File: src/rtl/xosera_pkg.sv
// Shared constants, payload structs and address helper for the tile fetch path.
package xosera_pkg;

  localparam int unsigned FONT_BANK_WORDS = 1024;
  localparam int unsigned TILE_W          = 8;
  localparam int unsigned TILE_H16        = 16;
  localparam int unsigned TILE_H8         = 8;

  localparam int unsigned TILE_ADDR_W = 12;
  localparam int unsigned TILE_DATA_W = 16;
  localparam int unsigned BANK_W      = 2;
  localparam int unsigned GLYPH_W     = 8;
  localparam int unsigned ROW_W       = 4;
  localparam int unsigned COLOR_W     = 4;

  typedef enum logic [1:0] {
    FETCH_IDLE,
    FETCH_READ,
    FETCH_CAPTURE
  } fetch_state_e;

  // Request payload as sampled on a transfer
  typedef struct packed {
    logic [BANK_W-1:0]  bank;
    logic               h16;
    logic [GLYPH_W-1:0] glyph;
    logic [ROW_W-1:0]   row;
    logic [COLOR_W-1:0] fg;
    logic [COLOR_W-1:0] bg;
  } tile_req_t;

  // One cell row ready for the pixel shifter
  typedef struct packed {
    logic [TILE_W-1:0]  bits;
    logic [COLOR_W-1:0] fg;
    logic [COLOR_W-1:0] bg;
  } pix_entry_t;

  // Word address of a glyph row; two rows share a word, result wraps at 4K words
  function automatic logic [TILE_ADDR_W-1:0] tile_addr(
    input logic [BANK_W-1:0]  bank,
    input logic [GLYPH_W-1:0] glyph,
    input logic [ROW_W-2:0]   row_hi,
    input logic               h16
  );
    if (h16) begin
      return TILE_ADDR_W'(32'(bank) * FONT_BANK_WORDS
                          + 32'(glyph) * (TILE_H16 / 2)
                          + 32'(row_hi));
    end else begin
      return TILE_ADDR_W'(32'(bank) * FONT_BANK_WORDS
                          + 32'(glyph) * (TILE_H8 / 2)
                          + 32'(row_hi[1:0]));
    end
  endfunction

endpackage

File: src/rtl/tile_fetch_if.sv
// Request and pixel-stream bundle between a cell producer/consumer and tile_fetch.
interface tile_fetch_if;
  import xosera_pkg::*;

  logic               req_valid_i;
  logic               req_ready_o;
  logic [GLYPH_W-1:0] req_glyph_i;
  logic [ROW_W-1:0]   req_row_i;
  logic [COLOR_W-1:0] req_fg_i;
  logic [COLOR_W-1:0] req_bg_i;
  logic [BANK_W-1:0]  font_bank_i;
  logic               font_h16_i;

  logic               pix_valid_o;
  logic               pix_ready_i;
  logic [COLOR_W-1:0] pix_color_o;
  logic               pix_last_o;

  // Environment side: issues requests, consumes pixels
  modport master (
    output req_valid_i, req_glyph_i, req_row_i, req_fg_i, req_bg_i,
           font_bank_i, font_h16_i, pix_ready_i,
    input  req_ready_o, pix_valid_o, pix_color_o, pix_last_o
  );

  // Fetch unit side
  modport slave (
    input  req_valid_i, req_glyph_i, req_row_i, req_fg_i, req_bg_i,
           font_bank_i, font_h16_i, pix_ready_i,
    output req_ready_o, pix_valid_o, pix_color_o, pix_last_o
  );

endinterface

File: src/rtl/tile_pix_shifter.sv
// Pixel shifter: serialises one cell row MSB first, fg for 1 bits, bg for 0 bits.
// TILE_FETCH_PIXDOUBLE_EN: each pixel is held for two beats (16 beats per cell).
module tile_pix_shifter
  import xosera_pkg::*;
(
  input  logic               clk,
  input  logic               reset_n_i,
  input  logic               ld_valid,
  input  pix_entry_t         ld_data,
  output logic               ld_ready_c,
  output logic               pix_valid,
  input  logic               pix_ready,
  output logic [COLOR_W-1:0] pix_color,
  output logic               pix_last
);

`ifdef TILE_FETCH_PIXDOUBLE_EN
  localparam int unsigned PIX_REP = 2;
`else
  localparam int unsigned PIX_REP = 1;
`endif
  localparam int unsigned BEATS = TILE_W * PIX_REP;
  localparam int unsigned CNT_W = $clog2(BEATS);

  logic [TILE_W-1:0]  bits_q;
  logic [COLOR_W-1:0] fg_q;
  logic [COLOR_W-1:0] bg_q;
  logic [CNT_W-1:0]   cnt_q;
  logic               valid_q;
  logic [COLOR_W-1:0] color_q;
  logic               last_q;

  logic               fire_c;
  logic               load_c;
  logic               advance_c;
  logic [CNT_W-1:0]   cnt_n_c;
  logic [TILE_W-1:0]  bits_n_c;

  // Accept a new row when idle or as the final beat leaves, so cells run back to back
  always_comb begin
    fire_c     = valid_q & pix_ready;
    ld_ready_c = ~valid_q | (fire_c & last_q);
    load_c     = ld_valid & ld_ready_c;
`ifdef TILE_FETCH_PIXDOUBLE_EN
    advance_c  = cnt_q[0];
`else
    advance_c  = 1'b1;
`endif
    cnt_n_c    = cnt_q + CNT_W'(1);
    bits_n_c   = advance_c ? (bits_q << 1) : bits_q;
  end

  // Shift register, beat counter and registered pixel outputs
  always_ff @(posedge clk or negedge reset_n_i) begin
    if (!reset_n_i) begin
      bits_q  <= '0;
      fg_q    <= '0;
      bg_q    <= '0;
      cnt_q   <= '0;
      valid_q <= 1'b0;
      color_q <= '0;
      last_q  <= 1'b0;
    end else if (load_c) begin
      bits_q  <= ld_data.bits;
      fg_q    <= ld_data.fg;
      bg_q    <= ld_data.bg;
      cnt_q   <= '0;
      valid_q <= 1'b1;
      color_q <= ld_data.bits[TILE_W-1] ? ld_data.fg : ld_data.bg;
      last_q  <= 1'b0;
    end else if (fire_c) begin
      if (last_q) begin
        valid_q <= 1'b0;
        color_q <= '0;
        last_q  <= 1'b0;
      end else begin
        bits_q  <= bits_n_c;
        cnt_q   <= cnt_n_c;
        color_q <= bits_n_c[TILE_W-1] ? fg_q : bg_q;
        last_q  <= (cnt_n_c == CNT_W'(BEATS - 1));
      end
    end
  end

  assign pix_valid = valid_q;
  assign pix_color = color_q;
  assign pix_last  = last_q;

endmodule

File: src/rtl/tile_fetch.sv
// Tile fetch: turns a glyph/row request into a tile memory read and a pixel stream.
// TILE_FETCH_PIXDOUBLE_EN (in tile_pix_shifter) doubles every pixel; ports are unchanged.
module tile_fetch
  import xosera_pkg::*;
(
  input  logic                   clk,
  input  logic                   reset_n_i,
  tile_fetch_if.slave            bus,
  output logic                   tile_rd_en_o,
  output logic [TILE_ADDR_W-1:0] tile_rd_addr_o,
  input  logic [TILE_DATA_W-1:0] tile_rd_data_i
);

  fetch_state_e           state_q;
  fetch_state_e           state_d;
  tile_req_t              req_c;
  logic                   xfer_c;
  logic                   ready_q;
  logic                   ready_d;
  logic                   rd_en_q;
  logic [TILE_ADDR_W-1:0] addr_q;
  logic                   row_lsb_q;
  logic [COLOR_W-1:0]     fg_q;
  logic [COLOR_W-1:0]     bg_q;

  pix_entry_t             hold_q;
  logic                   hold_full_q;
  logic                   hold_full_d;
  pix_entry_t             cap_c;
  logic                   cap_valid_c;
  pix_entry_t             ld_data_c;
  logic                   ld_valid_c;
  logic                   ld_ready_c;

  logic                   pix_valid;
  logic [COLOR_W-1:0]     pix_color;
  logic                   pix_last;

  assign req_c  = {bus.font_bank_i, bus.font_h16_i, bus.req_glyph_i,
                   bus.req_row_i, bus.req_fg_i, bus.req_bg_i};
  assign xfer_c = bus.req_valid_i & ready_q;

  // Fetch FSM next state
  always_comb begin
    state_d     = state_q;
    cap_valid_c = 1'b0;
    unique case (state_q)
      FETCH_IDLE:    if (xfer_c) state_d = FETCH_READ;
      FETCH_READ:    state_d = FETCH_CAPTURE;
      FETCH_CAPTURE: begin
        cap_valid_c = 1'b1;
        state_d     = FETCH_IDLE;
      end
      default:       state_d = FETCH_IDLE;
    endcase
  end

  // Captured row goes straight to the shifter if it can take it, else parks in the hold entry
  always_comb begin
    cap_c.bits  = row_lsb_q ? tile_rd_data_i[7:0] : tile_rd_data_i[15:8];
    cap_c.fg    = fg_q;
    cap_c.bg    = bg_q;
    ld_valid_c  = hold_full_q | cap_valid_c;
    ld_data_c   = hold_full_q ? hold_q : cap_c;
    hold_full_d = hold_full_q;
    if (hold_full_q && ld_ready_c) begin
      hold_full_d = 1'b0;
    end else if (cap_valid_c && !ld_ready_c) begin
      hold_full_d = 1'b1;
    end
    ready_d     = (state_d == FETCH_IDLE) && !hold_full_d;
  end

  // FSM state, request sampling and tile read port
  always_ff @(posedge clk or negedge reset_n_i) begin
    if (!reset_n_i) begin
      state_q   <= FETCH_IDLE;
      ready_q   <= 1'b0;
      rd_en_q   <= 1'b0;
      addr_q    <= '0;
      row_lsb_q <= 1'b0;
      fg_q      <= '0;
      bg_q      <= '0;
    end else begin
      state_q <= state_d;
      ready_q <= ready_d;
      rd_en_q <= (state_d == FETCH_READ);
      if (xfer_c) begin
        addr_q    <= tile_addr(req_c.bank, req_c.glyph, req_c.row[ROW_W-1:1], req_c.h16);
        row_lsb_q <= req_c.row[0];
        fg_q      <= req_c.fg;
        bg_q      <= req_c.bg;
      end
    end
  end

  // One-entry hold buffer
  always_ff @(posedge clk or negedge reset_n_i) begin
    if (!reset_n_i) begin
      hold_full_q <= 1'b0;
      hold_q      <= '0;
    end else begin
      hold_full_q <= hold_full_d;
      if (cap_valid_c && !ld_ready_c) hold_q <= cap_c;
    end
  end

  tile_pix_shifter u_shifter (
    .clk        (clk),
    .reset_n_i  (reset_n_i),
    .ld_valid   (ld_valid_c),
    .ld_data    (ld_data_c),
    .ld_ready_c (ld_ready_c),
    .pix_valid  (pix_valid),
    .pix_ready  (bus.pix_ready_i),
    .pix_color  (pix_color),
    .pix_last   (pix_last)
  );

  assign bus.req_ready_o = ready_q;
  assign bus.pix_valid_o = pix_valid;
  assign bus.pix_color_o = pix_color;
  assign bus.pix_last_o  = pix_last;
  assign tile_rd_en_o    = rd_en_q;
  assign tile_rd_addr_o  = addr_q;

endmodule

File: src/flat_wrapper.sv
// flat-port wrapper written by rule: the top's interface ports become plain ports
module tile_fetch_flat import xosera_pkg::*;
  (clk, reset_n_i, tile_rd_en_o, tile_rd_addr_o, tile_rd_data_i, bus_req_valid_i, bus_req_glyph_i, bus_req_row_i, bus_req_fg_i, bus_req_bg_i, bus_font_bank_i, bus_font_h16_i, bus_pix_ready_i, bus_req_ready_o, bus_pix_valid_o, bus_pix_color_o, bus_pix_last_o);
  tile_fetch_if bus_i ();
  input  logic clk;
  input  logic reset_n_i;
  output logic tile_rd_en_o;
  output logic [TILE_ADDR_W-1:0] tile_rd_addr_o;
  input  logic [TILE_DATA_W-1:0] tile_rd_data_i;
  input wire logic [$bits(bus_i.req_valid_i)-1:0] bus_req_valid_i;
  input wire logic [$bits(bus_i.req_glyph_i)-1:0] bus_req_glyph_i;
  input wire logic [$bits(bus_i.req_row_i)-1:0] bus_req_row_i;
  input wire logic [$bits(bus_i.req_fg_i)-1:0] bus_req_fg_i;
  input wire logic [$bits(bus_i.req_bg_i)-1:0] bus_req_bg_i;
  input wire logic [$bits(bus_i.font_bank_i)-1:0] bus_font_bank_i;
  input wire logic [$bits(bus_i.font_h16_i)-1:0] bus_font_h16_i;
  input wire logic [$bits(bus_i.pix_ready_i)-1:0] bus_pix_ready_i;
  output wire logic [$bits(bus_i.req_ready_o)-1:0] bus_req_ready_o;
  output wire logic [$bits(bus_i.pix_valid_o)-1:0] bus_pix_valid_o;
  output wire logic [$bits(bus_i.pix_color_o)-1:0] bus_pix_color_o;
  output wire logic [$bits(bus_i.pix_last_o)-1:0] bus_pix_last_o;
  assign bus_i.req_valid_i = bus_req_valid_i;
  assign bus_i.req_glyph_i = bus_req_glyph_i;
  assign bus_i.req_row_i = bus_req_row_i;
  assign bus_i.req_fg_i = bus_req_fg_i;
  assign bus_i.req_bg_i = bus_req_bg_i;
  assign bus_i.font_bank_i = bus_font_bank_i;
  assign bus_i.font_h16_i = bus_font_h16_i;
  assign bus_i.pix_ready_i = bus_pix_ready_i;
  assign bus_req_ready_o = bus_i.req_ready_o;
  assign bus_pix_valid_o = bus_i.pix_valid_o;
  assign bus_pix_color_o = bus_i.pix_color_o;
  assign bus_pix_last_o = bus_i.pix_last_o;
  tile_fetch u_core (.clk(clk), .reset_n_i(reset_n_i), .bus(bus_i), .tile_rd_en_o(tile_rd_en_o), .tile_rd_addr_o(tile_rd_addr_o), .tile_rd_data_i(tile_rd_data_i));
endmodule
File: config.mk
export PLATFORM = sky130hd
export DESIGN_NAME = tile_fetch_flat
export DESIGN_NICKNAME = d
export VERILOG_FILES = /design/src/rtl/xosera_pkg.sv /design/src/rtl/tile_fetch_if.sv /design/src/rtl/tile_pix_shifter.sv /design/src/rtl/tile_fetch.sv /design/src/flat_wrapper.sv
export SDC_FILE = /design/constraint.sdc
export NUM_CORES = 1
export LEC_CHECK = 0
export CAP_MARGIN = 40
export CORE_ASPECT_RATIO = 0.8
export CORE_MARGIN = 10
export CORE_UTILIZATION = 50
export CTS_BUF_LIST = sky130_fd_sc_hd__clkbuf_16
export DETAILED_ROUTE_END_ITERATION = 10
export GPL_TIMING_DRIVEN = 1
export PLACE_DENSITY = 0.83
export SETUP_SLACK_MARGIN = 0.4
export SYNTH_ARGS = -nofsm -noshare
export SYNTH_HDL_FRONTEND = slang
export SYNTH_HIERARCHICAL = 1
export SYNTH_SLANG_ARGS = --single-unit
File: constraint.sdc
create_clock -name clk -period 3.5 [get_ports clk]
set_clock_uncertainty 0.15 [all_clocks]
set_input_delay 0.525 -clock clk [delete_from_list [all_inputs] [get_ports clk]]
set_output_delay 0.525 -clock clk [all_outputs]
set_load 0.02 [all_outputs]
==> changes_impl.md, run 1 <==
## Implementation

* Status: complete, but fails checks
* Failing checks: hold timing
* Sink Count at around 66
* WL/cell at between 15 and 20 um
* F_max at between 0.4 and 0.5 GHz
* Clk buf depth at 2
* ClkCell Share at 0.06281
* Setup violations, final at 0
* Post-route setup slack at 1.283 ns
* Top delay family on crit path: buffers and inverters
* First-pass GRT wire length at 11080 um
* FF-to-FF path depth at 4
* Gr usage total at 0.1409
* N_taps at 81
* Pre-CTS setup slack at between 1 and 1.5 ns
* M1 WL at 3010 um
* Yosys chip area at roughly 3200 um^2
* I/O pin cnt at 63
* Compound Share, Synth at 0.07494
* DRT iter0 DRCs at 80
* Hpwl dp at 4825 um
* Reg2Reg Launch Point: u_core/hold_full_q
* Crit-path max cell delay at ~0.68 ns
* Top cells, area: dfrtp_1 (52%), mux2_2 (24%), mux2i_1 (4.4%)
* Yosys warns at 6
* Yosys xor share at 0.01110
* Flops after synth at 66
* Cell taking the most area after synthesis: dfrtp_1
* Non-Filler Instances at 385
* Crit path required time at 2.82 ns
* Min Tclk post-route at approximately 2.2 ns
* Slew Viols, Final at 0
* MUX area fraction at 0.2799
* Post-CTS Hold Buffers at 0
* Hold Path Class: in -> async
* Clk root buf: clkbuf_16
* RD Place Congestion at between 0.7 and 0.8
* Sum Neg Setup Slack at 0 ns
* Met2 wire length at about 3200 um
* Resize count post-CTS at 0
* Post-route ant nets at 0
* Number of cells on the critical path at 1
* RR Endpoint: u_core/u_shifter/fg_q[0]
* Vias post-DR at 2061
* Worst vdd ir at 393.8 uV
* Synth Cell Area at between 3000 and 4000 um^2
* Clock buffers at 9
* Fill cells at about 450
* Critical path startpoint category: register
* Crit path launch: u_core/u_shifter/pix_last
* Placed insts at between 300 and 400
* Avg Cell Area, Syn at 13.26 um^2
* Global Route met3 Usage at 0.05155
* Async S/R FF share, synth at 1.000
* Cells after Synth at 238
* Area grow syn2layout at 28.79%
* Synth Flop Type: dfrtp_1
* WHS at -0.002290 ns
* RSZ-0062 raised after global routing: false
* EDFF count, synth at 0
* Power density cells at 907.1 nW/um^2
* Final Cycle Share at 0.6334
* Largest class: registers
* Number of non-clock buffers in the layout at 65
* NonClk Buf Share at 0.1619
* Number of global-route vias before repair at 2144
* Largest net degree at the start of global routing at 48
* Gate Area at 1375 um^2
* P_leak at 1.744 nW
* Area leader share at 0.5234
* Final hold vios at 3
* Wire length on met3 at 393 um
* Core area at 6006 um^2
* Synth cell types at 31
* Ys cells at about 240
* Core Density at Floorplan at 0.5254
* Dominant logic cell types in the final layout: mux2_2 (66), dfrtp_1 (66), clkdlybuf4s50_1 (61), nand2_1 (14), mux2i_1 (14)
* Multi-input gates at 151
* Flop count at about 66
* OpenROAD warnings at 27
* H-tree Lvls at 3
* Kind of critical path: reg -> out
* Ant. Diodes at 0
* Yosys adder share at 0.01190
* GRT met2 Usage at 0.2184
* Dominant comb cell: multiplexers
* Met1 Use GR at 0.1752
* Max layer used: met4
* Total Wirelength at approximately 6700 um
* Worst Setup EP: bus_pix_last_o
run 1: power by group:
part / switching (W) / internal [W] / leakage, nW
Clock: 0.000293 / 0.000463 / 0.132
Sequential: 0.000282 / 0.00112 / 0.805
Combinational: 0.000653 / 0.000873 / 0.808
run 1: metrics by stage:
stage,instance area [um^2],total power (W),utilization,hold WS (ns)
after floorplan,3156,0.002439,-,0.07941
after global placement,3781,0.002863,0.6296,0.3147
after detailed placement,3809,0.002940,0.6342,0.3223
after CTS,4064,0.003726,0.6767,0.003477
after global routing,4064,0.003928,0.6767,0.01426
final,4064,0.003686,0.6767,-0.002290
run 1: kinds of logic after synthesis:
kind of cell	after synthesis
fa+ha+maj	3
compound gates	30
mux	80
xor+xnor	4
simple gates	34
flops	66
buf+inv	21
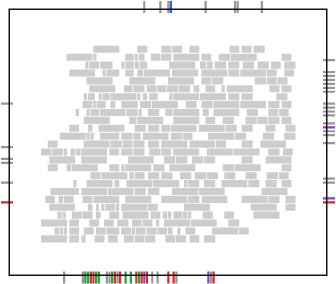
Run 1: pin map
Pins as bars across the die edge, other pins in grey.
red -> tile_rd_addr_o  # pins 12, direction output, edge 10 south, 1 east, 1 west
purple -> bus_req_row_i  # pins 4, direction input, edge 2 east, 2 south
green -> bus_req_glyph_i  # pins 8, direction input, edge south
blue -> bus_pix_last_o  # pins 1, direction output, edge north
all pins by edge = 29 south, 20 east, 8 north, 6 west
die height: 91.06 um
port buffer count: 62
DIE WIDTH: 108.8 um

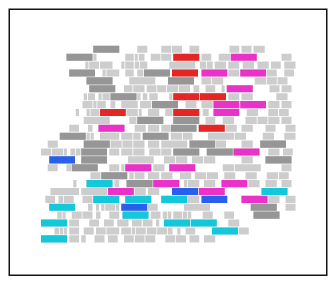
Run 1: register map, names as in the netlist
magenta -> u_core/hold_q  # sequential cells 16
cyan -> u_core/tile_rd_addr_o  # sequential cells 12
red -> u_core/u_shifter/bits_q  # sequential cells 7
blue -> u_core/bg_q  # sequential cells 4
not coloured = 27
flop share of the area: 0.4064
flip-flop and latch area: 1652 um^2

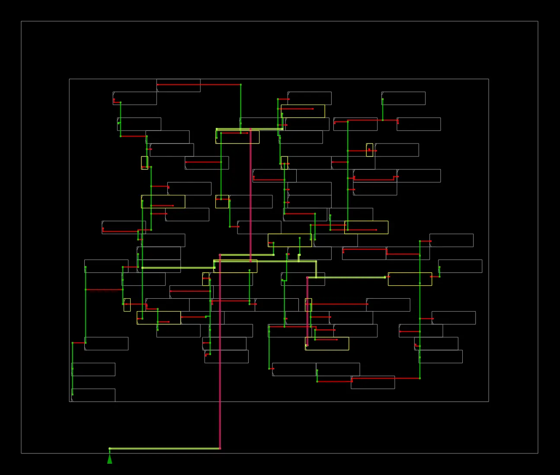
Run 1: clock wiring as the flow saved it
Clk. pwr: 0.000756 W
TritonCTS Buffers: 9

Run 1, metal layers overlaid:
Bar = 20 um.
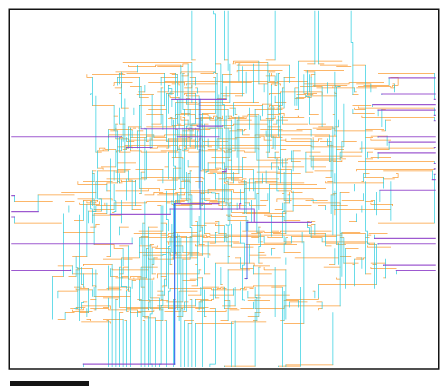

## Run 2: what changed since run 1
==> constraint.sdc (replaced) <==
create_clock -name clk -period 2.3 [get_ports clk]
set_clock_uncertainty 0.15 [all_clocks]
set_input_delay 0.345 -clock clk [delete_from_list [all_inputs] [get_ports clk]]
set_output_delay 0.345 -clock clk [all_outputs]
set_load 0.02 [all_outputs]
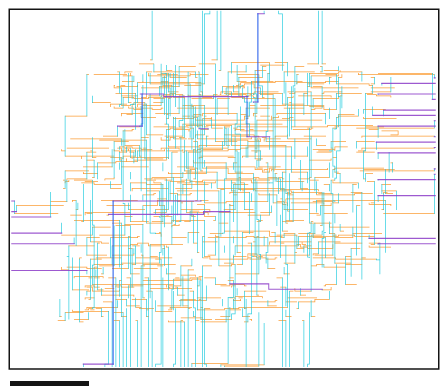
Run 2: metal layers overlaid
Bar = 20 um.
purple -> met3  # wire length 354 um
cyan -> met2  # wire length 3180 um
orange -> met1  # wire length 3020 um
blue -> met4  # wire length 82.3 um
gr usage total: 0.1408
vias post-DR: 2081

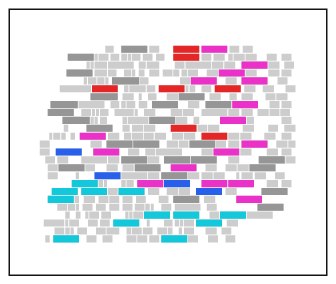
Run 2: register map, names as in the netlist
blue -> u_core/bg_q  # sequential cells 4
magenta -> u_core/hold_q  # sequential cells 16
red -> u_core/u_shifter/bits_q  # sequential cells 7
cyan -> u_core/tile_rd_addr_o  # sequential cells 12

==> changes_impl.md, run 2 <==
## Implementation

* H-tree Lvls at 3
* Post-route ant nets at 0
* Clk. pwr at 0.00130 W
* Area grow syn2layout at 32.24%
* GRT met2 Usage at 0.2139
* Fill cells at 437
* Cells after Synth at approximately 240
* Worst vdd ir at 915.1 uV
* Max layer used: met4
* Synth Cell Area at 3156 um^2
* Synth Flop Type: dfrtp_1
* Flop share of the area at 0.3970
* M1 WL at 3017 um
* Area leader share at 0.5234
* Crit path required time at 1.80 ns
* Sequential group power at between 0.002 and 0.0025 W
* Number of global-route vias before repair at 2180
* Multi-input gates at 151
* Non-Filler Instances at 393
* FF-to-FF path depth at 4
* Pre-CTS setup slack at 0.1252 ns
* Met1 Use GR at 0.1752
* Dominant comb cell: multiplexers
* Gate power share at 0.416
* Yosys xor share at 0.01110
* Yosys warns at 6
* Ant. Diodes at 0
* Clk root buf: clkbuf_16
* Number of non-clock buffers in the layout at 73
* ClkCell Share at 0.06897
* Clock network power share at 0.223
* Met2 wire length at 3177 um
* Placed insts at around 380
* Critical path startpoint category: register
* RSZ-0062 raised after global routing: true
* Status: completed
* WL/cell at 16.87 um
* Seq pwr share at 0.361
* OpenROAD warnings at 29
* Compound Share, Synth at 0.07494
* I/O pin cnt at 63
* Largest class: registers
* Final hold vios at 0
* Cell taking the most area after synthesis: dfrtp_1
* Die height at 91.06 um
* Internal at 0.003917 W
* MUX area fraction at 0.2799
* Switching share of power at 0.3258
* Yosys adder share at 0.01190
* First-pass GRT wire length at roughly 11000 um
* Min Tclk post-route at 1.823 ns
* Flops after synth at between 60 and 70
* Synth cell types at 31
* Avg Cell Area, Syn at between 10 and 15 um^2
* Sink Count at about 66
* Clk buf depth at 2
* Flip-flop and latch area at 1657 um^2
* Top delay family on crit path: buffers and inverters
* Crit-path max cell delay at 0.63 ns
* Kind of critical path: reg -> out
* Setup violations, final at 0
* Global Route met3 Usage at 0.05297
* Ys cells at 238
* Hpwl dp at 4784 um
* Async S/R FF share, synth at 1.000
* RR Endpoint: u_core/u_shifter/pix_color[3]
* Port buffer count at slightly above 60
* F_max at 0.5486 GHz
* Reg2Reg Launch Point: u_core/row_lsb_q
* DIE WIDTH at around 110 um
* DRT iter0 DRCs at 96
==> run 2: metrics by stage <==
stage | hold slack [ns] | utilization | instance area, um^2 | total power, W
global route | 0.3480 | 0.6948 | 4173 | 0.006189
floorplan | -0.1006 | - | 3162 | 0.003722
global placement | 0.2351 | 0.6442 | 3869 | 0.004457
finish | 0.3237 | 0.6948 | 4173 | 0.005810
CTS | 0.3303 | 0.6935 | 4165 | 0.005873
detailed placement | 0.2397 | 0.6442 | 3869 | 0.004542
==> run 2: repair_timing <==
action | CTS | global route
cloned | 0 | 0
endpoints found under the hold margin | 66 | 0
hold buffers | 1 | 0
endpoints found under the setup margin | 12 | 22
gates resized | 3 | 3
Run 2, clock distribution:
Bar = 20 um.
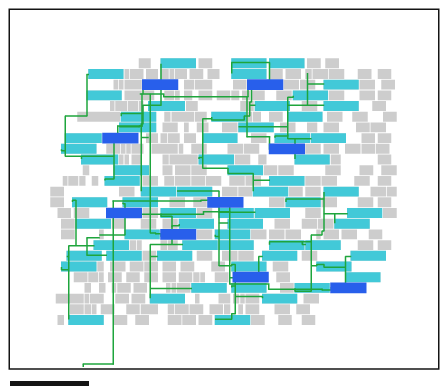

## Run 3: what changed since run 2
==> constraint.sdc (replaced) <==
create_clock -name clk -period 1.8 [get_ports clk]
set_clock_uncertainty 0.15 [all_clocks]
set_input_delay 0.27 -clock clk [delete_from_list [all_inputs] [get_ports clk]]
set_output_delay 0.27 -clock clk [all_outputs]
set_load 0.02 [all_outputs]
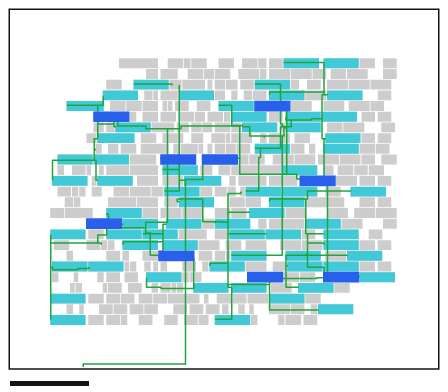
Run 3: clock distribution
Bar = 20 um.
blue -> cells driving clock nets  # count 9
cyan -> flip-flops  # count 66
green -> clock wires  # length 902 um
routed clock nets = 10

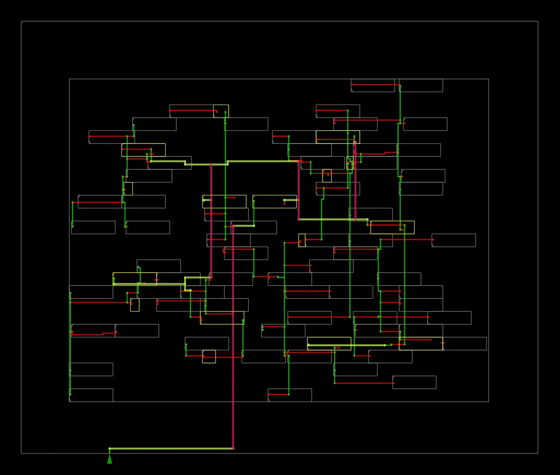
Run 3: clock wiring as the flow saved it
Clk. pwr: 0.00156 W
Sink Count: 66
clock buffers: 9

==> changes_impl.md, run 3 <==
## Implementation

* OpenROAD warnings at 30
* Power density cells at about 1900 nW/um^2
* GRT met2 Usage at 0.2826
* Resize count post-CTS at 92
* Top cells, area: dfrtp_1 (52%), mux2_2 (24%), mux2i_1 (4.4%)
* WHS at 0.3270 ns
* M1 WL at 3636 um
* Avg Cell Area, Syn at 13.26 um^2
* Comb group at between 0.004 and 0.005 W
* Placed insts at 391
* Core Density at Floorplan at 0.5254
* Dominant logic cell types in the final layout: dfrtp_1 (63), clkdlybuf4s50_1 (41), mux2_4 (41), mux2_2 (25), buf_6 (19)
* Synth Cell Area at between 3000 and 4000 um^2
* Non-Filler Instances at 424
* Pre-CTS setup slack at -0.2622 ns
* Met2 wire length at 4795 um
* Crit path launch: u_core/row_lsb_q
* Sum Neg Setup Slack at -0.1770 ns
* RR Endpoint: u_core/u_shifter/pix_color[0]
* Failing checks: setup timing
* Number of global-route vias before repair at 2482
* RD Place Congestion at a little over 0.8
* Seq pwr share at 0.310
* Setup violations, final at 4
* Clock network power share at 0.176
* Post-Place Cell Area at 4070 um^2
* Critical path startpoint category: register
* First-pass GRT wire length at 13160 um
* Wire length on met3 at 640 um
* Post-CTS Hold Buffers at 1
* Async S/R FF share, synth at 1.000
* Area grow syn2layout at 48.49%
* Worst vdd ir at approximately 1100 uV
* Top power group: combinational logic
* Final instance area at 4686 um^2
* Ant. Diodes at 0
* Yosys warns at 6
* Core area at about 6000 um^2
* Switching share of power at 0.3523
* Internal at 0.005740 W
* FF-to-FF path depth at 4
* DRT iter0 DRCs at 81
* Clk buf depth at 2
* Gate power share at 0.514
* Reg2Reg Launch Point: u_core/row_lsb_q
* Ys cells at 238
* Max layer used: met4
* Synth cell types at 31
* Global Route met3 Usage at 0.05438
* Sequential group power at 0.00275 W
* Final Cycle Share at 1.032
* Yosys chip area at 3156 um^2
* Slew Viols, Final at 0
* Min Tclk post-route at 1.858 ns
* EDFF count, synth at 0
* Largest net degree at the start of global routing at 34
* Gr usage total at 0.1701
* Area leader share at 0.5234
* Port buffer count at approximately 62
* P_leak at 2.164 nW
* Cell taking the most area after synthesis: dfrtp_1
* Status: complete, but fails checks
* Number of cells on the critical path at 4
* I/O pin cnt at roughly 63
* Worst Setup EP: u_core/u_shifter/pix_color[0]
* Post-layout util at 0.7802
* RSZ-0062 raised after global routing: true
* Post-route setup slack at -0.05782 ns
* Final hold vios at 0
* DIE WIDTH at 108.8 um
* Kind of critical path: reg -> reg
* Met1 Use GR at 0.2008
run 3: cell counts after synthesis:
Identical to the previous run, type by type.
run 3: cells by family (layout without fill, tap and decap cells):
family | Yosys count | count (layout) | synth area share
flip-flops | 66 | 66 | 0.5234
adder cells (fa/ha/maj) | 3 | 3 | 0.01190
AND/OR/NAND/NOR | 34 | 35 | 0.05790
AND-OR/OR-AND | 30 | 30 | 0.07494
buffers and inverters | 21 | 125 | 0.04084
XOR/XNOR | 4 | 4 | 0.01110
multiplexers | 80 | 80 | 0.2799
run 3: cell type report:
class / count / area (um^2)
multi-input combinational: 152 / 1622
timing repair buffer: 103 / 1018
fill: 336 / 1320
clock inverter: 7 / 38.79
sequential: 66 / 1655
clock buffer: 9 / 225.2
inverter: 6 / 25.02
tap: 81 / 101.3
Power figures rest on the tool's default switching activity, not on a simulated workload.
